`src/rtl/dma_mc_if.sv`:
```
// Shared memory/IO bus between the DMA controller (master) and the memory/IO side (slave).
// Bus cycle semantics: a cycle is active while mreq_ is low; mrw_=1 is a read whose data
// appears on mrdata during the following cycle, mrw_=0 writes mwdata to maddr.
interface dma_mc_if #(
    parameter int ADDR_WIDTH = 10,
    parameter int DATA_WIDTH = 8
);
    logic [ADDR_WIDTH-1:0] maddr;
    logic [DATA_WIDTH-1:0] mwdata;
    logic [DATA_WIDTH-1:0] mrdata;
    logic                  mrw_;
    logic                  mreq_;

    modport master (output maddr, output mwdata, output mrw_, output mreq_, input mrdata);
    modport slave  (input maddr, input mwdata, input mrw_, input mreq_, output mrdata);
endinterface

```
`src/rtl/dma_mc.sv`:
```
// Multi-channel DMA controller: NCH descriptor slots, round-robin word arbitration,
// processor bus request honoured only between words. Each word is RD -> CAP -> WR.
module dma_mc #(
    parameter int ADDR_WIDTH = 10,
    parameter int DATA_WIDTH = 8,
    parameter int NCH        = 2,
    parameter int CNT_WIDTH  = 8
) (
    input  logic                      clk,
    input  logic                      reset_,
    input  logic                      breq_,
    output logic                      bgrt_,
    input  logic [NCH-1:0]            dreq_,
    input  logic [NCH*ADDR_WIDTH-1:0] dsaddr,
    input  logic [NCH*ADDR_WIDTH-1:0] ddaddr,
    input  logic [NCH*CNT_WIDTH-1:0]  dcount,
    input  logic [NCH*3-1:0]          dmode,
    output logic [NCH-1:0]            eop_,
    output logic [NCH-1:0]            busy,
    dma_mc_if.master                  bus,
    output logic [1:0]                dbg_state
);
    localparam int CW = (NCH > 1) ? $clog2(NCH) : 1;

    typedef enum logic [1:0] {S_IDLE = 2'd0, S_RD = 2'd1, S_CAP = 2'd2, S_WR = 2'd3} state_t;

    state_t                state_q, state_d;
    logic [CW-1:0]         ch_q, ch_d;
    logic [CW-1:0]         ptr_q, ptr_d;
    logic [DATA_WIDTH-1:0] data_q, data_d;
    logic                  bgrt_q, bgrt_d;
    logic [ADDR_WIDTH-1:0] src_q [NCH];
    logic [ADDR_WIDTH-1:0] src_d [NCH];
    logic [ADDR_WIDTH-1:0] dst_q [NCH];
    logic [ADDR_WIDTH-1:0] dst_d [NCH];
    logic [CNT_WIDTH-1:0]  cnt_q [NCH];
    logic [CNT_WIDTH-1:0]  cnt_d [NCH];
    logic [2:0]            mode_q [NCH];
    logic [2:0]            mode_d [NCH];
    logic [NCH-1:0]        busy_q, busy_d;
    logic [NCH-1:0]        eop_q, eop_d;

    logic                  found;
    logic [CW-1:0]         pick;
    logic [CW:0]           arb_sum;

    assign bgrt_     = bgrt_q;
    assign eop_      = eop_q;
    assign busy      = busy_q;
    assign dbg_state = state_q;

    // Round-robin search: first busy channel at or after the pointer, wrapping.
    always_comb begin
        found   = 1'b0;
        pick    = '0;
        arb_sum = '0;
        for (int k = 0; k < NCH; k++) begin
            arb_sum = {1'b0, ptr_q} + (CW+1)'(k);
            if (arb_sum >= (CW+1)'(NCH)) arb_sum = arb_sum - (CW+1)'(NCH);
            if (!found && busy_q[arb_sum[CW-1:0]]) begin
                found = 1'b1;
                pick  = arb_sum[CW-1:0];
            end
        end
    end

    // Descriptor loading plus FSM next-state; completion and load never collide
    // because a channel in WR is still busy and so ignores its dreq_.
    always_comb begin
        state_d = state_q;
        ch_d    = ch_q;
        ptr_d   = ptr_q;
        data_d  = data_q;
        bgrt_d  = 1'b1;
        src_d   = src_q;
        dst_d   = dst_q;
        cnt_d   = cnt_q;
        mode_d  = mode_q;
        busy_d  = busy_q;
        eop_d   = '1;

        for (int i = 0; i < NCH; i++) begin
            if (!dreq_[i] && !busy_q[i]) begin
                if (dcount[i*CNT_WIDTH +: CNT_WIDTH] == '0) begin
                    eop_d[i] = 1'b0;
                end else begin
                    busy_d[i] = 1'b1;
                    src_d[i]  = dsaddr[i*ADDR_WIDTH +: ADDR_WIDTH];
                    dst_d[i]  = ddaddr[i*ADDR_WIDTH +: ADDR_WIDTH];
                    cnt_d[i]  = dcount[i*CNT_WIDTH +: CNT_WIDTH];
                    mode_d[i] = dmode[i*3 +: 3];
                end
            end
        end

        case (state_q)
            S_IDLE: begin
                if (!breq_) begin
                    bgrt_d = 1'b0;
                end else if (found) begin
                    ch_d    = pick;
                    ptr_d   = (pick == CW'(NCH-1)) ? '0 : pick + 1'b1;
                    state_d = S_RD;
                end
            end
            S_RD:  state_d = S_CAP;
            S_CAP: begin
                data_d  = bus.mrdata;
                state_d = S_WR;
            end
            S_WR: begin
                cnt_d[ch_q] = cnt_q[ch_q] - 1'b1;
                if (!mode_q[ch_q][1]) src_d[ch_q] = src_q[ch_q] + 1'b1;
                if (!mode_q[ch_q][2]) dst_d[ch_q] = dst_q[ch_q] + 1'b1;
                if (cnt_q[ch_q] == CNT_WIDTH'(1)) begin
                    eop_d[ch_q]  = 1'b0;
                    busy_d[ch_q] = 1'b0;
                    state_d      = S_IDLE;
                end else if (!mode_q[ch_q][0] || !breq_) begin
                    state_d = S_IDLE;
                end else begin
                    state_d = S_RD;
                end
            end
            default: state_d = S_IDLE;
        endcase
    end

    // Bus outputs decoded from the current state; idle/CAP leave the bus at rest values.
    always_comb begin
        bus.mreq_  = 1'b1;
        bus.mrw_   = 1'b1;
        bus.maddr  = '0;
        bus.mwdata = '0;
        case (state_q)
            S_RD: begin
                bus.mreq_ = 1'b0;
                bus.maddr = src_q[ch_q];
            end
            S_WR: begin
                bus.mreq_  = 1'b0;
                bus.mrw_   = 1'b0;
                bus.maddr  = dst_q[ch_q];
                bus.mwdata = data_q;
            end
            default: ;
        endcase
    end

    // State registers; reset drops descriptors and aborts any word without an eop_.
    always_ff @(posedge clk or negedge reset_) begin
        if (!reset_) begin
            state_q <= S_IDLE;
            ch_q    <= '0;
            ptr_q   <= '0;
            data_q  <= '0;
            bgrt_q  <= 1'b1;
            busy_q  <= '0;
            eop_q   <= '1;
            for (int i = 0; i < NCH; i++) begin
                src_q[i]  <= '0;
                dst_q[i]  <= '0;
                cnt_q[i]  <= '0;
                mode_q[i] <= '0;
            end
        end else begin
            state_q <= state_d;
            ch_q    <= ch_d;
            ptr_q   <= ptr_d;
            data_q  <= data_d;
            bgrt_q  <= bgrt_d;
            busy_q  <= busy_d;
            eop_q   <= eop_d;
            for (int i = 0; i < NCH; i++) begin
                src_q[i]  <= src_d[i];
                dst_q[i]  <= dst_d[i];
                cnt_q[i]  <= cnt_d[i];
                mode_q[i] <= mode_d[i];
            end
        end
    end
endmodule

```
`src/flat_wrapper.sv`:
```
// flat-port wrapper written by rule: the top's interface ports become plain ports
module dma_mc_flat 
#(
    parameter int ADDR_WIDTH = 10,
    parameter int DATA_WIDTH = 8,
    parameter int NCH        = 2,
    parameter int CNT_WIDTH  = 8
)
  (clk, reset_, breq_, bgrt_, dreq_, dsaddr, ddaddr, dcount, dmode, eop_, busy, dbg_state, bus_maddr, bus_mwdata, bus_mrw_, bus_mreq_, bus_mrdata);
  dma_mc_if #(.ADDR_WIDTH(ADDR_WIDTH), .DATA_WIDTH(DATA_WIDTH)) bus_i ();
  input  logic clk;
  input  logic reset_;
  input  logic breq_;
  output logic bgrt_;
  input  logic [NCH-1:0] dreq_;
  input  logic [NCH*ADDR_WIDTH-1:0] dsaddr;
  input  logic [NCH*ADDR_WIDTH-1:0] ddaddr;
  input  logic [NCH*CNT_WIDTH-1:0] dcount;
  input  logic [NCH*3-1:0] dmode;
  output logic [NCH-1:0] eop_;
  output logic [NCH-1:0] busy;
  output logic [1:0] dbg_state;
  output wire logic [$bits(bus_i.maddr)-1:0] bus_maddr;
  output wire logic [$bits(bus_i.mwdata)-1:0] bus_mwdata;
  output wire logic [$bits(bus_i.mrw_)-1:0] bus_mrw_;
  output wire logic [$bits(bus_i.mreq_)-1:0] bus_mreq_;
  input wire logic [$bits(bus_i.mrdata)-1:0] bus_mrdata;
  assign bus_maddr = bus_i.maddr;
  assign bus_mwdata = bus_i.mwdata;
  assign bus_mrw_ = bus_i.mrw_;
  assign bus_mreq_ = bus_i.mreq_;
  assign bus_i.mrdata = bus_mrdata;
  dma_mc #(.ADDR_WIDTH(ADDR_WIDTH), .DATA_WIDTH(DATA_WIDTH), .NCH(NCH), .CNT_WIDTH(CNT_WIDTH)) u_core (.clk(clk), .reset_(reset_), .breq_(breq_), .bgrt_(bgrt_), .dreq_(dreq_), .dsaddr(dsaddr), .ddaddr(ddaddr), .dcount(dcount), .dmode(dmode), .eop_(eop_), .busy(busy), .bus(bus_i), .dbg_state(dbg_state));
endmodule
```
`config.mk`:
```
export PLATFORM = sky130hd
export DESIGN_NAME = dma_mc_flat
export DESIGN_NICKNAME = d
export VERILOG_FILES = /design/src/rtl/dma_mc_if.sv /design/src/rtl/dma_mc.sv /design/src/flat_wrapper.sv
export SDC_FILE = /design/constraint.sdc
export NUM_CORES = 1
export LEC_CHECK = 0
export CAP_MARGIN = 15
export CORE_ASPECT_RATIO = 0.8
export CORE_MARGIN = 10
export CORE_UTILIZATION = 52
export CTS_CLUSTER_SIZE = 12
export DETAILED_ROUTE_END_ITERATION = 6
export GPL_ROUTABILITY_DRIVEN = 0
export GPL_TIMING_DRIVEN = 0
export HOLD_SLACK_MARGIN = 0.02
export PLACE_DENSITY_LB_ADDON = 0.3
export SYNTH_ARGS = -nofsm -noshare
export SYNTH_HDL_FRONTEND = slang
export SYNTH_SLANG_ARGS = --single-unit
```
`constraint.sdc`:
```
create_clock -name clk -period 2.7 [get_ports clk]
set_clock_uncertainty 0.1 [all_clocks]
set_input_delay 0.54 -clock clk [delete_from_list [all_inputs] [get_ports clk]]
set_output_delay 0.54 -clock clk [all_outputs]
set_load 0.01 [all_outputs]
```
floorplan.png
Scale bar: 50 um. Pins as bars on the die edge. Tap cells in gray.
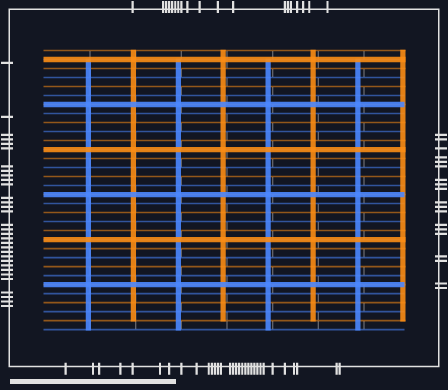
Key: VSS = blue; VDD = orange
102 signal pins sit on the boundary. 6 straps on met5. 115 tap cells.

class_map.png
Scale bar: 50 um.
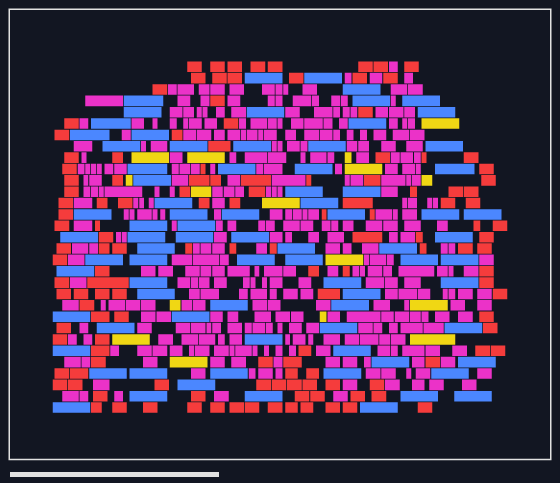
Key: registers = blue [cells 79]; remaining buffers and delay cells = red [cells 134]; remaining logic cells = magenta [cells 361]; clock drivers and dummy loads = yellow [cells 16]

clock_wires.png
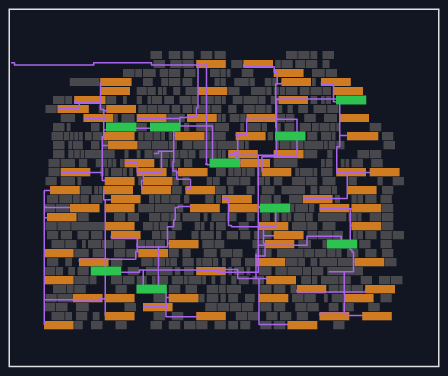
Key: clock-net drivers = green [count 9]; flip-flops = orange [count 79]; clock wires = purple [length 1,080 um]
There are 10 routed clock nets.

layers.png
Scale bar: 50 um. Two of the layers only.
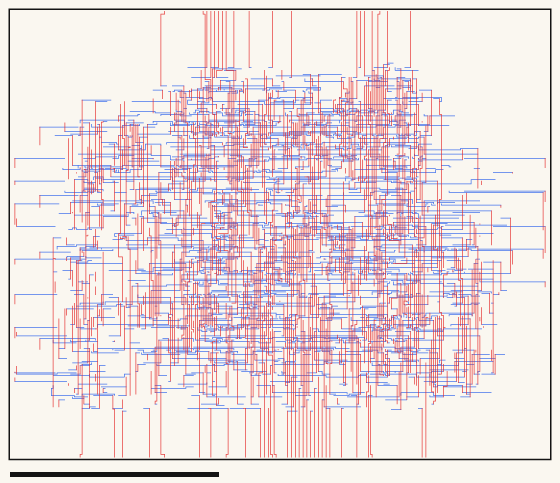
Key: M1 = blue [wire length 6,570 um]; M2 = red [wire length 7,470 um]

placed.png
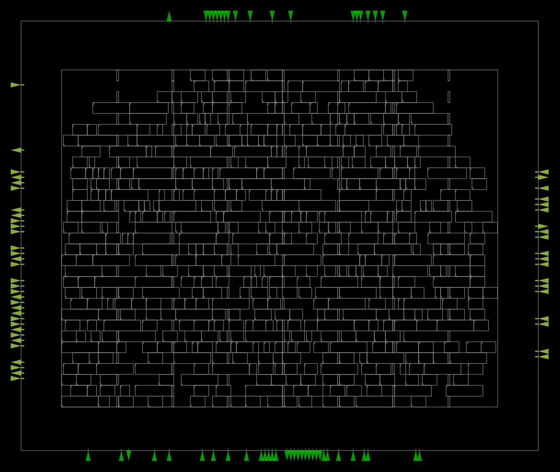
seq_cells: 79
fill cell count: 648
core area: 9190 um2
# rows: 31
Final Util: 71.9%

==> CHANGELOG.md <==
### Metrics

- DP Wirelength: 11.6 mm
- GR Util All Layers: 22.7%
- Initial Utilization: 54.0%
- Area reported by Yosys stat: 4970 um2
- Clk root buf: clkbuf_16
- Top cell area share: 38.3%
- I/O pins: 102
- Via count: 4,576
- Outcome: complete, no violations
- CP Capture Type: output port
- Power Sequential: 2.39 mW
- Hold path depth: 2
- Power Combinational: 4.17 mW
- Tap cells: 115
- R2R Path Start: u_core.ch_q$_DFFE_PN0P_
- Worst Hold Endpoint: u_core.mode_q[0]$_DFFE_PN0P_
- Largest delay contributor family on the critical path: buffers and inverters
- Height of the die: 107 um
- Wire per inst: 22.5 um
- Synthesized instance count: 465
- Most numerous cell in the Yosys netlist: dfrtp_1
- Seq/total area: 30.0%
- Setup TNS: 0 ns
- Max Used Layer: met4
- Most frequent logic cell in the layout: clkdlybuf4s50_1
- Initial antenna violation count: 0
- Mux share: 18.9%
- Worst Setup SP: u_core.ch_q$_DFFE_PN0P_
- Static leakage: 2.68 nW
- Crit path DRT: 2.06 ns
- Latency at later pin: 0.35 ns
Power figures rest on the tool's default switching activity, not on a simulated workload.
